File: src/rtl/vertex_issue_ctrl.sv
// vertex_issue_ctrl: issues RS slice indices for a fired batch, drains the PE pipeline, then pulses complete (VTX_ISSUE_PERF_EN adds perf counters)
module vertex_issue_ctrl #(
  parameter int MAX_FV_NUM  = 16,
  parameter int MULT_PER_PE = 4,
  parameter int PE_LAT      = 3
) (
  input  logic                          clk,
  input  logic                          reset,
  input  logic                          fire,
  input  logic [$clog2(MAX_FV_NUM):0]   fv_len,
  input  logic                          pe_ready,
  output logic [$clog2(MAX_FV_NUM)-1:0] start_idx,
  output logic                          pe_valid,
  output logic                          complete,
  output logic                          busy,
  output logic [15:0]                   batch_cnt,
  output logic                          err_fire_busy
`ifdef VTX_ISSUE_PERF_EN
  ,
  output logic [31:0]                   perf_busy_cyc,
  output logic [31:0]                   perf_stall_cyc
`endif
);
  localparam int IW = $clog2(MAX_FV_NUM);
  localparam int LW = IW + 1;
  localparam int DW = (PE_LAT > 1) ? $clog2(PE_LAT) : 1;
  typedef enum logic [1:0] {IDLE, ISSUE, DRAIN, DONE} state_t;
  state_t r_state, w_state_nxt;
  logic [LW-1:0] r_len, w_len_nxt, w_len_clamp;
  logic [IW-1:0] r_idx, w_idx_nxt;
  logic [DW-1:0] r_drain, w_drain_nxt;
  logic [15:0] r_batch_cnt;
  logic r_pe_valid, r_err, w_issue, w_last;
  // next-state and datapath updates; last-slice test is one bit wider than the index so it cannot wrap
  always_comb begin
    w_state_nxt = r_state;
    w_len_nxt = r_len;
    w_idx_nxt = r_idx;
    w_drain_nxt = r_drain;
    w_len_clamp = (fv_len > LW'(MAX_FV_NUM)) ? LW'(MAX_FV_NUM) : fv_len;
    w_issue = (r_state == ISSUE) && pe_ready;
    w_last = ({1'b0, r_idx} + LW'(MULT_PER_PE)) >= r_len;
    case (r_state)
      IDLE: if (fire) begin
        w_len_nxt = w_len_clamp;
        w_idx_nxt = '0;
        w_state_nxt = (w_len_clamp == '0) ? DONE : ISSUE;
      end
      ISSUE: if (w_issue) begin
        w_idx_nxt = w_last ? '0 : r_idx + IW'(MULT_PER_PE);
        w_state_nxt = w_last ? DRAIN : ISSUE;
        w_drain_nxt = w_last ? DW'(PE_LAT - 1) : r_drain;
      end
      DRAIN: begin
        w_drain_nxt = (r_drain != '0) ? r_drain - 1'b1 : r_drain;
        w_state_nxt = (r_drain != '0) ? DRAIN : DONE;
      end
      default: w_state_nxt = IDLE;
    endcase
  end
  // state and datapath registers; pe_valid is the issue strobe delayed to line up with the RS output register
  always_ff @(posedge clk) begin
    if (reset) begin
      r_state <= IDLE;
      r_len <= '0;
      r_idx <= '0;
      r_drain <= '0;
      r_pe_valid <= 1'b0;
      r_batch_cnt <= '0;
      r_err <= 1'b0;
    end else begin
      r_state <= w_state_nxt;
      r_len <= w_len_nxt;
      r_idx <= w_idx_nxt;
      r_drain <= w_drain_nxt;
      r_pe_valid <= w_issue;
      r_batch_cnt <= (r_state == DONE) ? r_batch_cnt + 16'd1 : r_batch_cnt;
      r_err <= r_err | (fire && (r_state != IDLE));
    end
  end
  assign start_idx = r_idx;
  assign pe_valid = r_pe_valid;
  assign complete = (r_state == DONE);
  assign busy = (r_state != IDLE);
  assign batch_cnt = r_batch_cnt;
  assign err_fire_busy = r_err;
`ifdef VTX_ISSUE_PERF_EN
  logic [31:0] r_perf_busy, r_perf_stall;
  // saturating occupancy and back-pressure counters
  always_ff @(posedge clk) begin
    if (reset) begin
      r_perf_busy <= '0;
      r_perf_stall <= '0;
    end else begin
      r_perf_busy <= (busy && !(&r_perf_busy)) ? r_perf_busy + 32'd1 : r_perf_busy;
      r_perf_stall <= ((r_state == ISSUE) && !pe_ready && !(&r_perf_stall)) ? r_perf_stall + 32'd1 : r_perf_stall;
    end
  end
  assign perf_busy_cyc = r_perf_busy;
  assign perf_stall_cyc = r_perf_stall;
`endif
endmodule
File: config.mk
export PLATFORM = sky130hd
export DESIGN_NAME = vertex_issue_ctrl
export DESIGN_NICKNAME = d
export VERILOG_FILES = /design/src/rtl/vertex_issue_ctrl.sv
export SDC_FILE = /design/constraint.sdc
export NUM_CORES = 1
export LEC_CHECK = 0
export CORE_MARGIN = 5
export CORE_UTILIZATION = 48
export DETAILED_ROUTE_END_ITERATION = 8
export GPL_ROUTABILITY_DRIVEN = 1
export GPL_TIMING_DRIVEN = 0
export PLACE_DENSITY = 0.9
export RECOVER_POWER = 100
export SKIP_CTS_REPAIR_TIMING = 1
export SYNTH_ARGS = -nofsm -noshare
export SYNTH_HDL_FRONTEND = slang
export SYNTH_SLANG_ARGS = --single-unit
File: constraint.sdc
create_clock -name clk -period 2.1 [get_ports clk]
set_input_delay 0.63 -clock clk [delete_from_list [all_inputs] [get_ports clk]]
set_output_delay 0.63 -clock clk [all_outputs]
set_load 0.01 [all_outputs]
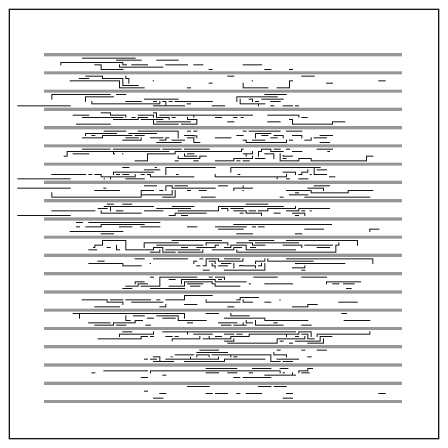
Fig. 1. Met1 routing (run 1).
Supply wires on this layer in grey.
longest straight run: 19.8 um
main direction: horizontal
nets with wire on the layer: 197
wire length on this layer: 1420 um
via count: 1291
final wirelength: 3080 um
met1 usage: 19.7%

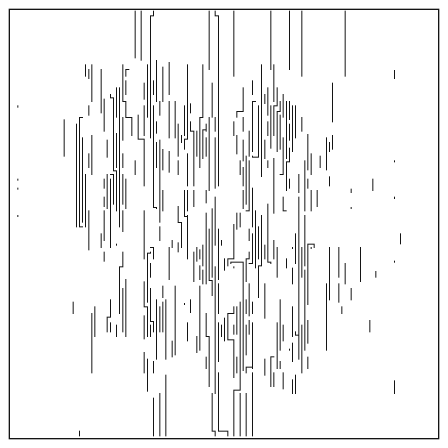
Fig. 2. Signal wires on met2 (run 1).
longest straight run: 25.3 um
share of all routed wire: 46%
met2 Use GR: 25.1%

==> out/metrics.cfg, run 1 <==
[status]
outcome = complete, no violations

[synthesis]
ys_seq_share_pct = 41.8
synth_top_area_share_pct = 41.8
yosysTopAreaCell = dfxtp_1
ys_cells = 166
synth-area-yosys_um2 = 1390

[placement]
place_inst = 228
globalplace.congestion = 0.846

[pwr]
intPower_mw = 0.763
pwr-share-clk_pct = 30.7
peakVddDrop_v = 0.000439

[timing]
min_period_over_period_pct = 96.4
timing.fmax_mhz = 494
tightest_slew_ns = 0.640
fin_worst_skew_ns = 0.0105

[flow_run]
warning_count = 26

[clock_network]
clock-root-buffer = clkbuf_4
numClockSinks = 29
cts_tree = done

[grt]
grt_usage_pct = 15.7
grt_pass1_vias = 1185

[critical_path]
worstSetupPathType = reg2out
start_kind = register
worst_ep_required_time_ns = 1.47
crit_slowest_cell = dlygate4sd3_1

[drt]
drt_iter0_drc = 28

[layout]
nets = 219

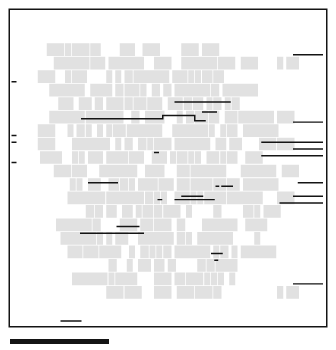
Fig. 3. The metal 3 layer (run 1).
Scale bar: 20 um. Cells faint in the background.
longest straight run: 16.3 um
share of all routed wire: 5.0%

==> run 1: power groups by stage <==
stage          logic [mW]  registers (mW)  clock network [mW]
2_1_floorplan      0.0828           0.586                   0
3_3_place_gp        0.132           0.585                   0
3_5_place_dp        0.135           0.586                   0
4_1_cts             0.136           0.573               0.323
5_1_grt             0.164           0.576               0.348
6_report            0.146           0.574               0.319
==> run 1: cell families after synthesis <==
kind of cell | Yosys count | synth area share, %
flip-flops | 29 | 41.8
multiplexers | 2 | 1.44
adder cells (fa/ha/maj) | 6 | 5.41
XOR/XNOR | 11 | 6.94
AND/OR/NAND/NOR | 74 | 28.0
other | 1 | 0.270
buffers and inverters | 18 | 5.50
AND-OR/OR-AND | 25 | 10.6
==> run 1: worst paths after layout <==
kind	from	to	slack [ns]
min reg2reg	r_len[3]	r_len[3]	0.47
min	r_len[3]	r_len[3]	0.47
max reg2reg	batch_cnt[0]	batch_cnt[14]	0.13
max	batch_cnt[6]	batch_cnt[6]	0.07
==> run 1: cells in the final DEF, fill, tap and decap left out, types with 5 or more instances in the layout <==
| master | instances |
|---|---|
| clkbuf_4 | 5 |
| ha_1 | 6 |
| xor2_1 | 7 |
| nand3_1 | 10 |
| nor2_1 | 21 |
| dlygate4sd3_1 | 17 |
| a21oi_1 | 12 |
| inv_1 | 10 |
| clkdlybuf4s50_1 | 11 |
| dfxtp_2 | 5 |
| nand2_1 | 14 |
| dfxtp_1 | 24 |
==> run 1: final cells by class <==
| type | count | area, um2 |
|---|---|---|
| well taps | 31 | 38.8 |
| clock buffers | 6 | 41.3 |
| clock inverters | 2 | 10.0 |
| plain buffers | 8 | 53.8 |
| fillers | 228 | 936 |
| repair buffers | 30 | 305 |
| inverters | 10 | 37.5 |
| multi-input cells | 120 | 748 |
| flip-flops and latches | 29 | 587 |
==> run 1: state kept, by name, indices dropped and copies added, names as in the netlist <==
| name | flops |
|---|---|
| batch_cnt | 16 |
| r_drain | 2 |
| start_idx | 2 |
| err_fire_busy | 1 |
| r_len | 5 |
| pe_valid | 1 |
| r_state | 2 |
==> run 1: metal layers <==
metal	global-route usage (%)	wire length [um]	vias to the layer above	share of wire, %
met5	0	0	-	0
met4	5.97	77	0	2.5
met3	4.90	154	11	5.0
met2	25.1	1430	33	46
met1	19.7	1420	599	46
li1	-	-	648	-
## Run 2: what changed since run 1
Settings changed: SKIP_CTS_REPAIR_TIMING 1 to unset.
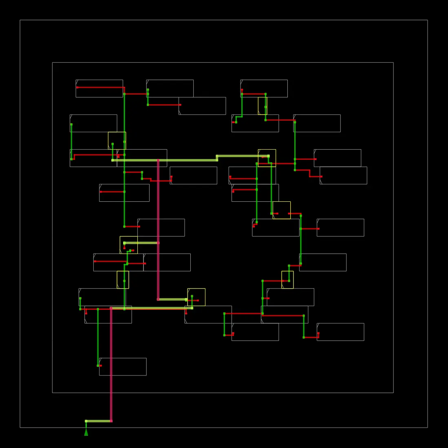
Fig. 4. Clock nets (run 2).
CTS Buf Count: 5
clock latency on the worst-skew pair: 0.32 ns
CTS Sinks: 29
flip-flops: 29

==> run 2 against run 1 <==
Area after synthesis unchanged. Hold slack about the same. Combinational power is 3% lower. Routed wire length down 1.9%. Core utilization shrank 0.64 points. Sequential power about the same. Critical path depth unchanged. Synthesized cell count stayed put. Critical endpoint unchanged. Highest routed layer unchanged.
==> out/metrics.cfg, run 2 <==
[critical_path]
start_kind = register
startpoint = batch_cnt[6]
timing.critical_path.to = batch_cnt[6]
r2r-start = start_idx[2]
worst_ep_required_time_ns = 1.47
r2r_setup_slack_ns = 0.13

[synthesis]
synth_top_area_share_pct = 41.8
synth-area-yosys_um2 = 1390
ys_cells = 166
ys_seq_share_pct = 41.8

[pwr]
pwr-share-clk_pct = 30.9
intPower_mw = 0.758

[grt]
grt_usage_pct = 15.7

[layout]
nets = 219
final_cell_mix = dfxtp_1 (26), nor2_1 (21), dlygate4sd3_1 (17)

[clock_network]
clock-root-buffer = clkbuf_4

[timing]
tightest_slew_ns = 0.650
fin_worst_skew_ns = 0.00994
min_period_over_period_pct = 96.4

[drt]
routed_wirelength_um = 3020
drt_iter0_drc = 33

[status]
outcome = complete, no violations

[run 2: cell counts after synthesis]
No cell type changed its count.
[run 2: worst min-delay path by stage]
stage | endpoint | slack, ns | cells past startpoint
global route | r_len[2] | 0.48 | 2
finish | r_len[3] | 0.47 | 2
global placement | r_len[2] | 0.44 | 2
floorplan | r_len[2] | 0.43 | 2
CTS | r_len[2] | 0.46 | 2
detailed placement | r_len[2] | 0.45 | 2
[run 2: tightest hold or removal path, cell delays in order (launching register included)]
cell	delay, ns
dfxtp_1	0.32
nand2_1	0.05
a21oi_1	0.05
[run 2: power groups by stage]
stage               Combinational (mW)  Sequential (mW)  Clock [mW]
floorplan                       0.0828            0.586           0
global placement                 0.132            0.585           0
detailed placement               0.135            0.586           0
CTS                              0.136            0.573       0.323
global route                     0.160            0.575       0.348
finish                           0.141            0.573       0.319
[run 2: through the flow]
step                      std cells  area (um2)  hold WS, ns  util [%]  TNS [ns]
after global placement          228        1730        0.444      62.7     -1.39
final                           236        1800        0.466      65.4         0
after CTS                       236        1790        0.464      64.8         0
after detailed placement        228        1730        0.452      62.7     -1.51
after global routing            236        1800        0.483      65.4         0
after floorplan                 167        1390        0.432         -         0
[run 2: logic make-up after synthesis]
logic type                 share of synthesized area [%]
AOI/OAI and AO/OA                                   10.6
xor gates and xnor gates                            6.94
adders and majority gates                           5.41
buffers and inverters                               5.50
DFF                                                 41.8
muxes                                               1.44
other                                              0.270
and+or+nand+nor                                     28.0
[run 2: routing by layer]
layer | GRT usage (%) | vias to the layer above | part of all wire, %
met1 | 19.8 | 590 | 47
met2 | 25.1 | 28 | 46
met3 | 4.90 | 9 | 4.4
li1 | - | 648 | -
met5 | 0 | - | 0
met4 | 5.97 | 0 | 2.3
[run 2: layout make-up]
class	count	area (um2)
plain buffers	8	46.3
clock buffers	6	41.3
clock inverters	2	10.0
fillers	228	953
inverters	10	37.5
multi-input cells	120	748
flip-flops and latches	29	584
well taps	31	38.8
repair buffers	30	298
## Run 3: what changed since run 2
Settings changed: CORE_UTILIZATION 48 to 61, DONT_BUFFER_PORTS set to 1, PLACE_DENSITY 0.9 to 0.89.
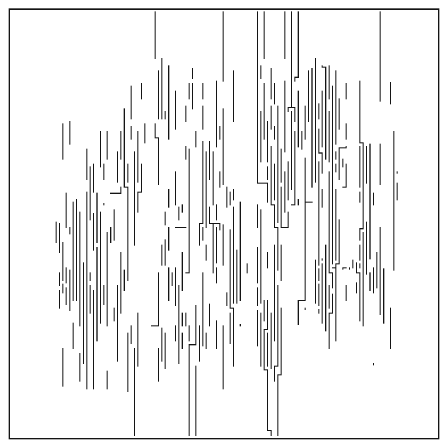
Fig. 5. Signal wires on met2 (run 3).
main direction: vertical
longest straight run: 26.5 um
nets with wire on the layer: 158
share of all routed wire: 50%
wire length on this layer: 1500 um

==> run 3 against run 2 <==
First-iteration DRC count rose by 73%. Clock power rose by 1%. Critical path depth rose by 5. Combinational power fell by 26%. Synthesized cell count did not move.
==> out/metrics.cfg, run 3 <==
[drt]
drt_iter0_drc = 57
routed_wirelength_um = 3020

[pwr]
peakVddDrop_v = 0.000459

[grt]
use_met3_pct = 8.69
grt_use_met2_pct = 33.2
gr-max-usage-layer = met2
grtUsageMet1_pct = 19.8

[layout]
n_fill_cell = 182
final_util_pct = 67.6
layout.cells.non_filler = 203
largest_reg_flops = 16
layout_top_cell = dfxtp_1
nets = 189
fin_area_um2 = 1480
final_cell_mix = dfxtp_1 (26), nor2_1 (21), nand2_1 (14)

[flow_run]
warning_count = 26

[timing]
fin_hold_ws_ns = 0.449
min_period_over_period_pct = 95.0
tightest_slew_ns = 0.675
fin_worst_skew_ns = 0.0143
timing.fmax_mhz = 501

[placement]
postPlaceCellArea_um2 = 1430
place_inst = 195
globalplace.congestion = 0.788

[clock_network]
numClockSinks = 29
cts_buffers = 5
clock-root-buffer = clkbuf_4

[synthesis]
synth_top_area_share_pct = 41.8
ys_seq_share_pct = 41.8
yosysTopAreaCell = dfxtp_1

[critical_path]
worst_ep_required_time_ns = 2.36
start_kind = register
crit_slowest_cell = or4_1
worstSetupPathType = reg2reg

[status]
outcome = complete, no violations

run 3: cell type report:
type	count	area [um2]	share of cell area (%)
well taps	28	35.0	2.37
plain buffers	8	41.3	2.79
multi-input cells	120	731	49.4
flip-flops and latches	29	584	39.5
inverters	10	37.5	2.54
clock buffers	6	41.3	2.79
clock inverters	2	10.0	0.676
run 3: layer usage:
metal | share of wire (%) | vias up
li1 | - | 591
met1 | 40 | 536
met2 | 50 | 44
met3 | 9.3 | 4
met4 | 1.2 | 0
met5 | 0 | -
run 3: report_power, final:
part / total [mW] / leakage (nW) / switching, mW / internal (mW)
Combinational: 0.105 / 0.267 / 0.0639 / 0.0415
Sequential: 0.576 / 0.236 / 0.0114 / 0.564
Clock: 0.323 / 0.0320 / 0.196 / 0.127
Total: 1.00 / 0.535 / 0.271 / 0.733
run 3: kinds of logic after synthesis:
logic type,Yosys count,synth area share (%)
other,1,0.270
muxes,2,1.44
xor gates and xnor gates,11,6.94
buffers and inverters,18,5.50
and+or+nand+nor,74,28.0
AOI/OAI and AO/OA,25,10.6
DFF,29,41.8
adders and majority gates,6,5.41
run 3: final timing paths:
path	from	to	slack [ns]	depth (start not counted)
worst min register to register	r_len[0]	r_len[0]	0.47	2
worst max-delay path	batch_cnt[0]	batch_cnt[14]	0.11	6
worst max register to register	batch_cnt[0]	batch_cnt[14]	0.11	6
worst min-delay path	fv_len[4]	r_len[4]	0.45	2
run 3: repair_timing:
item,CTS,global route
resized,2,5
setup endpoints to repair,2,3
hold buffers,0,0
hold endpoints to repair,0,0
run 3: per-stage QoR:
step / worst slack [ns] / setup TNS (ns)
3_5_place_dp: -0.0418 / -0.0418
3_3_place_gp: 0.00432 / 0
4_1_cts: 0.00427 / 0
5_1_grt: 0.0268 / 0
2_1_floorplan: 0.170 / 0
6_report: 0.105 / 0

==> notes/layouts.md <==
Pictures saved along the way, in no particular order.

Logic cells by family.
(a)
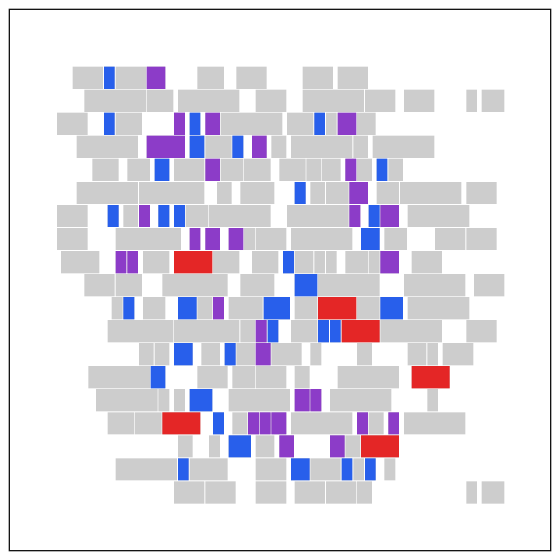
(b)
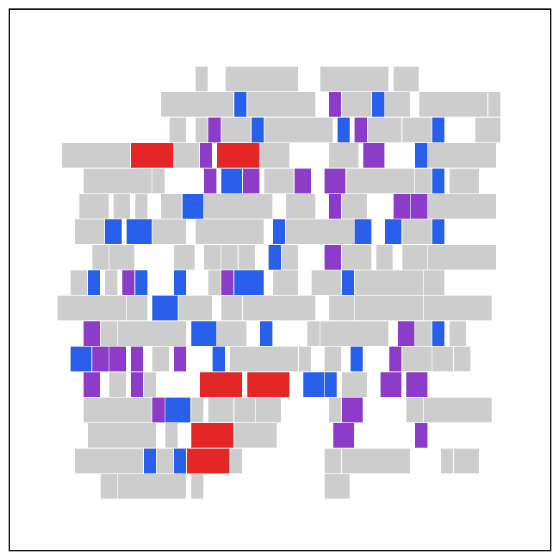
| picture | from |
|---|---|
| (a) | run 1 |
| (b) | run 3 |

Key to (b):
[red] fa/ha/maj cells | cells: 6
[purple] nand cells | cells: 30
[blue] nor cells | cells: 33

Power and IR drop assume default switching activity.
